**config.mk**
```make
export PLATFORM = sky130hd
export DESIGN_NAME = seg7_capture_flat
export DESIGN_NICKNAME = d
export VERILOG_FILES = /design/src/rtl/seg7_defs.sv /design/src/rtl/seg7_capture_if.sv /design/src/rtl/seg7_pattern_decode.sv /design/src/rtl/seg7_capture.sv /design/src/flat_wrapper.sv
export SDC_FILE = /design/constraint.sdc
export NUM_CORES = 1
export LEC_CHECK = 0
export ABC_AREA = 1
export CAP_MARGIN = 0
export CORE_MARGIN = 2
export CORE_UTILIZATION = 55
export CTS_CLUSTER_DIAMETER = 50
export DETAILED_ROUTE_END_ITERATION = 12
export PLACE_DENSITY_LB_ADDON = 0.25
export SLEW_MARGIN = 40
export SYNTH_ARGS = -nofsm -noshare
export SYNTH_HDL_FRONTEND = slang
export SYNTH_SLANG_ARGS = --single-unit
```
**constraint.sdc**
```tcl
create_clock -name clk -period 3.7 [get_ports clk]
set_input_delay 1.11 -clock clk [delete_from_list [all_inputs] [get_ports clk]]
set_output_delay 1.11 -clock clk [all_outputs]
set_load 0.01 [all_outputs]
```
**src/rtl/seg7_defs.sv**
```systemverilog
// Shared 7-segment glyph constants (active-low, bit6=a .. bit0=g).
// The hex-to-segment decoder that drives the displays uses the same table.
package seg7_defs;

  localparam int SEG_W = 7;
  localparam int NIB_W = 4;

  localparam logic [SEG_W-1:0] SEG_0     = 7'b0000001;
  localparam logic [SEG_W-1:0] SEG_1     = 7'b1001111;
  localparam logic [SEG_W-1:0] SEG_2     = 7'b0010010;
  localparam logic [SEG_W-1:0] SEG_3     = 7'b0000110;
  localparam logic [SEG_W-1:0] SEG_4     = 7'b1001100;
  localparam logic [SEG_W-1:0] SEG_5     = 7'b0100100;
  localparam logic [SEG_W-1:0] SEG_6     = 7'b0100000;
  localparam logic [SEG_W-1:0] SEG_7     = 7'b0001111;
  localparam logic [SEG_W-1:0] SEG_8     = 7'b0000000;
  localparam logic [SEG_W-1:0] SEG_9     = 7'b0000100;
  localparam logic [SEG_W-1:0] SEG_A     = 7'b0001000;
  localparam logic [SEG_W-1:0] SEG_B     = 7'b1100000;
  localparam logic [SEG_W-1:0] SEG_C     = 7'b0110001;
  localparam logic [SEG_W-1:0] SEG_D     = 7'b1000010;
  localparam logic [SEG_W-1:0] SEG_E     = 7'b0110000;
  localparam logic [SEG_W-1:0] SEG_F     = 7'b0111000;
  localparam logic [SEG_W-1:0] SEG_BLANK = 7'b1111111;

  // Classification of a stable pattern at commit time.
  typedef enum logic [1:0] {
    CK_GLYPH,
    CK_BLANK,
    CK_ILLEGAL
  } commit_kind_t;

endpackage

```
**src/rtl/seg7_capture_if.sv**
```systemverilog
// Display bus (segments + anodes) and recovered-value outputs of the capture block.
// master = board/driver side, slave = the capture block.
interface seg7_capture_if
  import seg7_defs::*;
#(
  parameter int DIGITS = 4
);

  logic [SEG_W-1:0]        seg_n;
  logic [DIGITS-1:0]       an_n;
  logic [NIB_W*DIGITS-1:0] digits_o;
  logic [DIGITS-1:0]       digit_valid;
  logic [DIGITS-1:0]       digit_err;
  logic                    update;
  logic                    err_pulse;

  modport master (
    output seg_n, an_n,
    input  digits_o, digit_valid, digit_err, update, err_pulse
  );

  modport slave (
    input  seg_n, an_n,
    output digits_o, digit_valid, digit_err, update, err_pulse
  );

endinterface

```
**src/rtl/seg7_pattern_decode.sv**
```systemverilog
// Combinational inverse of the hex-to-segment decoder: segment pattern -> nibble.
// hit=1 for one of the 16 glyphs, blank=1 for all segments off.
module seg7_pattern_decode
  import seg7_defs::*;
(
  input  logic [SEG_W-1:0] seg_n,
  output logic [NIB_W-1:0] nibble,
  output logic             hit,
  output logic             blank
);

  always_comb begin
    // NOTE: every output gets a default before the case so no path leaves one unassigned (no latch).
    nibble = '0;
    hit    = 1'b0;
    blank  = 1'b0;
    case (seg_n)
      SEG_0:     {hit, nibble} = {1'b1, 4'h0};
      SEG_1:     {hit, nibble} = {1'b1, 4'h1};
      SEG_2:     {hit, nibble} = {1'b1, 4'h2};
      SEG_3:     {hit, nibble} = {1'b1, 4'h3};
      SEG_4:     {hit, nibble} = {1'b1, 4'h4};
      SEG_5:     {hit, nibble} = {1'b1, 4'h5};
      SEG_6:     {hit, nibble} = {1'b1, 4'h6};
      SEG_7:     {hit, nibble} = {1'b1, 4'h7};
      SEG_8:     {hit, nibble} = {1'b1, 4'h8};
      SEG_9:     {hit, nibble} = {1'b1, 4'h9};
      SEG_A:     {hit, nibble} = {1'b1, 4'hA};
      SEG_B:     {hit, nibble} = {1'b1, 4'hB};
      SEG_C:     {hit, nibble} = {1'b1, 4'hC};
      SEG_D:     {hit, nibble} = {1'b1, 4'hD};
      SEG_E:     {hit, nibble} = {1'b1, 4'hE};
      SEG_F:     {hit, nibble} = {1'b1, 4'hF};
      SEG_BLANK: blank = 1'b1;
      default:   hit = 1'b0;
    endcase
  end

endmodule

```
**src/rtl/seg7_capture.sv**
```systemverilog
// Reads back a multiplexed active-low 7-segment bus and recovers the hex digit shown
// on each anode; a pattern commits once after STABLE_CYCLES identical synchronized samples.
module seg7_capture
  import seg7_defs::*;
#(
  parameter int DIGITS        = 4,
  parameter int STABLE_CYCLES = 4
) (
  input  logic                clk,
  input  logic                rst_n,
  seg7_capture_if.slave       bus
);

  localparam int BUS_W = DIGITS + SEG_W;
  localparam int CNT_W = $clog2(STABLE_CYCLES + 1);
  localparam int IDX_W = (DIGITS > 1) ? $clog2(DIGITS) : 1;

  logic [BUS_W-1:0]  sync1, sync2, prev;
  logic [BUS_W-1:0]  sample;
  logic [CNT_W-1:0]  cnt;
  logic              committed;

  logic [SEG_W-1:0]  prev_seg;
  logic [DIGITS-1:0] prev_an;
  logic [NIB_W-1:0]  dec_nibble;
  logic              dec_hit, dec_blank;
  commit_kind_t      kind;
  logic [IDX_W-1:0]  idx;
  logic              commit;

  assign sample   = sync2;
  assign prev_seg = prev[SEG_W-1:0];
  assign prev_an  = prev[BUS_W-1:SEG_W];

  // Idle bus is all-ones, so the synchronizer resets to that rather than zero.
  always_ff @(posedge clk or negedge rst_n) begin
    if (!rst_n) begin
      sync1 <= '1;
      sync2 <= '1;
    end else begin
      // NOTE: non-blocking assignments make each flop take the pre-edge value of its source.
      sync1 <= {bus.an_n, bus.seg_n};
      sync2 <= sync1;
    end
  end

  always_ff @(posedge clk or negedge rst_n) begin
    if (!rst_n) begin
      prev      <= '0;
      cnt       <= '0;
      committed <= 1'b0;
    end else begin
      prev <= sample;
      if (sample != prev) begin
        cnt       <= CNT_W'(1);
        committed <= 1'b0;
      end else begin
        if (cnt < CNT_W'(STABLE_CYCLES)) cnt <= cnt + 1'b1;
        if (commit)                      committed <= 1'b1;
      end
    end
  end

  seg7_pattern_decode u_decode (
    .seg_n  (prev_seg),
    .nibble (dec_nibble),
    .hit    (dec_hit),
    .blank  (dec_blank)
  );

  always_comb begin
    kind = CK_ILLEGAL;
    if (dec_hit)        kind = CK_GLYPH;
    else if (dec_blank) kind = CK_BLANK;
  end

  always_comb begin
    idx = '0;
    for (int i = 0; i < DIGITS; i++) begin
      if (!prev_an[i]) idx = IDX_W'(i);
    end
  end

  // A commit needs a single selected digit; none or several low anodes are ignored.
  assign commit = (cnt == CNT_W'(STABLE_CYCLES)) && !committed && $onehot(~prev_an);

  always_ff @(posedge clk or negedge rst_n) begin
    if (!rst_n) begin
      bus.digits_o    <= '0;
      bus.digit_valid <= '0;
      bus.digit_err   <= '0;
      bus.update      <= 1'b0;
      bus.err_pulse   <= 1'b0;
    end else begin
      bus.update    <= 1'b0;
      bus.err_pulse <= 1'b0;
      if (commit) begin
        case (kind)
          CK_GLYPH: begin
            bus.digits_o[NIB_W*idx +: NIB_W] <= dec_nibble;
            bus.digit_valid[idx]             <= 1'b1;
            bus.digit_err[idx]               <= 1'b0;
            if (!bus.digit_valid[idx] || (bus.digits_o[NIB_W*idx +: NIB_W] != dec_nibble))
              bus.update <= 1'b1;
          end
          CK_BLANK: begin
            bus.digit_valid[idx] <= 1'b0;
            bus.digit_err[idx]   <= 1'b0;
            if (bus.digit_valid[idx]) bus.update <= 1'b1;
          end
          default: begin
            bus.digit_valid[idx] <= 1'b0;
            bus.digit_err[idx]   <= 1'b1;
            bus.err_pulse        <= 1'b1;
          end
        endcase
      end
    end
  end

endmodule

```
**src/flat_wrapper.sv**
```systemverilog
// flat-port wrapper written by rule: the top's interface ports become plain ports
module seg7_capture_flat import seg7_defs::*;
#(
  parameter int DIGITS        = 4,
  parameter int STABLE_CYCLES = 4
)
  (clk, rst_n, bus_seg_n, bus_an_n, bus_digits_o, bus_digit_valid, bus_digit_err, bus_update, bus_err_pulse);
  seg7_capture_if #(.DIGITS(DIGITS)) bus_i ();
  input  logic clk;
  input  logic rst_n;
  input wire logic [$bits(bus_i.seg_n)-1:0] bus_seg_n;
  input wire logic [$bits(bus_i.an_n)-1:0] bus_an_n;
  output wire logic [$bits(bus_i.digits_o)-1:0] bus_digits_o;
  output wire logic [$bits(bus_i.digit_valid)-1:0] bus_digit_valid;
  output wire logic [$bits(bus_i.digit_err)-1:0] bus_digit_err;
  output wire logic [$bits(bus_i.update)-1:0] bus_update;
  output wire logic [$bits(bus_i.err_pulse)-1:0] bus_err_pulse;
  assign bus_i.seg_n = bus_seg_n;
  assign bus_i.an_n = bus_an_n;
  assign bus_digits_o = bus_i.digits_o;
  assign bus_digit_valid = bus_i.digit_valid;
  assign bus_digit_err = bus_i.digit_err;
  assign bus_update = bus_i.update;
  assign bus_err_pulse = bus_i.err_pulse;
  seg7_capture #(.DIGITS(DIGITS), .STABLE_CYCLES(STABLE_CYCLES)) u_core (.clk(clk), .rst_n(rst_n), .bus(bus_i));
endmodule
```
Fig. 1: placement by cell class
Fill, decap, tap and diode cells in gray.
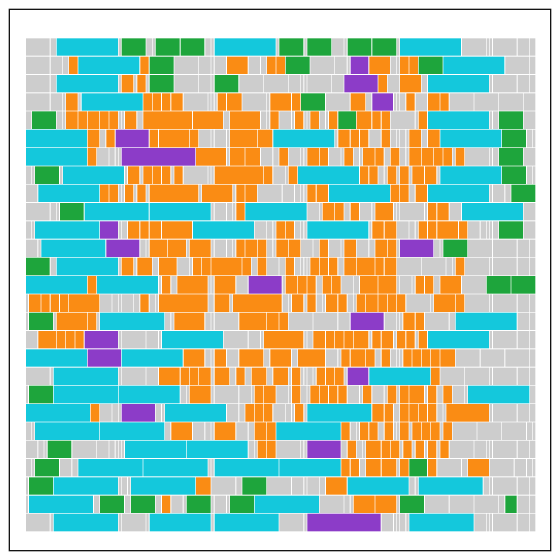
combinational and other logic: marked orange, cells 291. other buffers and delay cells: marked green, cells 40. clock drivers and dummy loads: marked purple, cells 16. flops: marked cyan, cells 63.

Fig. 2: pin map
Pins as bars across the die edge, other pins in gray.
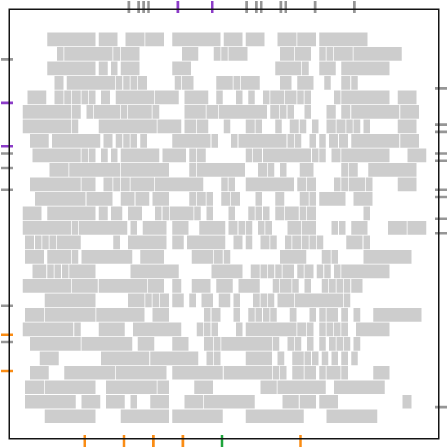
bus_update: marked green, pins 1, direction output, edge bottom. bus_seg_n: marked orange, pins 7, direction input, edge 5 bottom, 2 left. bus_digit_err: marked purple, pins 4, direction output, edge 2 top, 2 left.
All pins by edge: 13 top, 10 left, 10 right, 6 bottom.

Fig. 3: wiring by layer
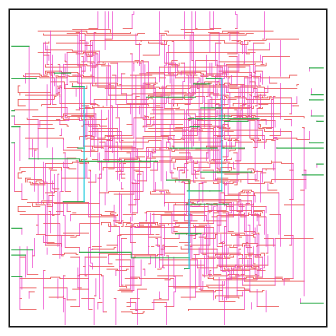
metal 2: marked magenta, wire length 3090 um. metal 4: marked cyan, wire length 77.5 um. metal 3: marked green, wire length 267 um. metal 1: marked red, wire length 3140 um.
total track usage: 23.3%
WL/cell: 13.7 um
final wirelength: 6580 um

==> results.cfg <==
; generated from flow reports
[run_status]
status = finished clean

[setup_path]
timing_worst_setup_path_type = reg2reg
slowest_delay_ns = 0.54
worstReg2RegEnd = u_core.bus.digits_o[11]$_DFFE_PN0P_
crit_family = adder cells
path_buffers = 2
crit_start = u_core.prev[10]$_DFF_PN0_
path_cells = inv_1 > ha_1 > ha_1 > fa_1 > nor3b_1 > nand4_1 > inv_1 > nand4_1 > o21ai_1
cp.depth = 9
startpoint_type = flop
critPathMaxFanout = 10

[logic_synthesis]
avgSynthCellArea_um2 = 8.90
synthTopLogicFamily = simple AND/OR/NAND/NOR gates
ys_seq_share_pct = 50.1
synthFlopType = dfrtp_1
synth_cell_type_count = 36
synth_area_um2 = 3200
synthCells = 360
ys_warn_count = 0
synthTopCellsByCount = 100 x nand2_1, 41 x dfrtp_1, 35 x inv_1
fa_ha_area_share_pct = 4.92
async_reset_ff_share_pct = 100
yosysCellCount = 360

[sta]
tns_ns = 0
slew_headroom_pct = 62.9
hold_slack_ns = 0.355
fin_ws_ns = 0.777
tightest_slew_ns = 0.557
finalCritPeriodShare_pct = 79.0
finClkSkew_ns = 0.00584
fin_crit_ns = 2.92
max_freq_mhz = 342

[final_layout]
n_all_buffers = 40
n_antenna_cell = 0
fin_area_um2 = 3870
areaGrowthSynthToFinish_pct = 20.9
combGateArea_um2 = 1410
comb_area_share_pct = 36.4
drive_gt1_share_pct = 17.8
flops = 63
regArea_um2 = 1600
layout.cells.most_common = nand2_1
final_cells = 482
inverters_excl_clock = 40

[pwr]
ir_drop_uv = 398
maxPowerGroup = registers
p_sw_mw = 0.377
swShare_pct = 24.5
clkPwrFrac_pct = 44.2
pg_clk_mw = 0.681

[routing]
drt_iter0_markers = 166
dr.pass1.iters = 4
vias_per_cell = 5.15
wl_met2_um = 3090
routed-wl-met3_um = 267

[die]
die_w_um = 80.3
core_um2 = 5570
nWellTaps = 72

[worst_hold_path]
hp-start = u_core.sync1[9]$_DFF_PN1_
min_path_cells = 0
hold_class = reg2reg

[cts]
clock-root-buffer = clkbuf_8
cts_resized = 0
h-tree-depth = 3

[placement]
preCtsSetupSlack_ns = 0.824
gp_congestion = 0.921
dp.cells = 466

[global_routing]
grt_pass1_wl_um = 11300
antenna_found_initial = 0
grt-busiest-layer = met2
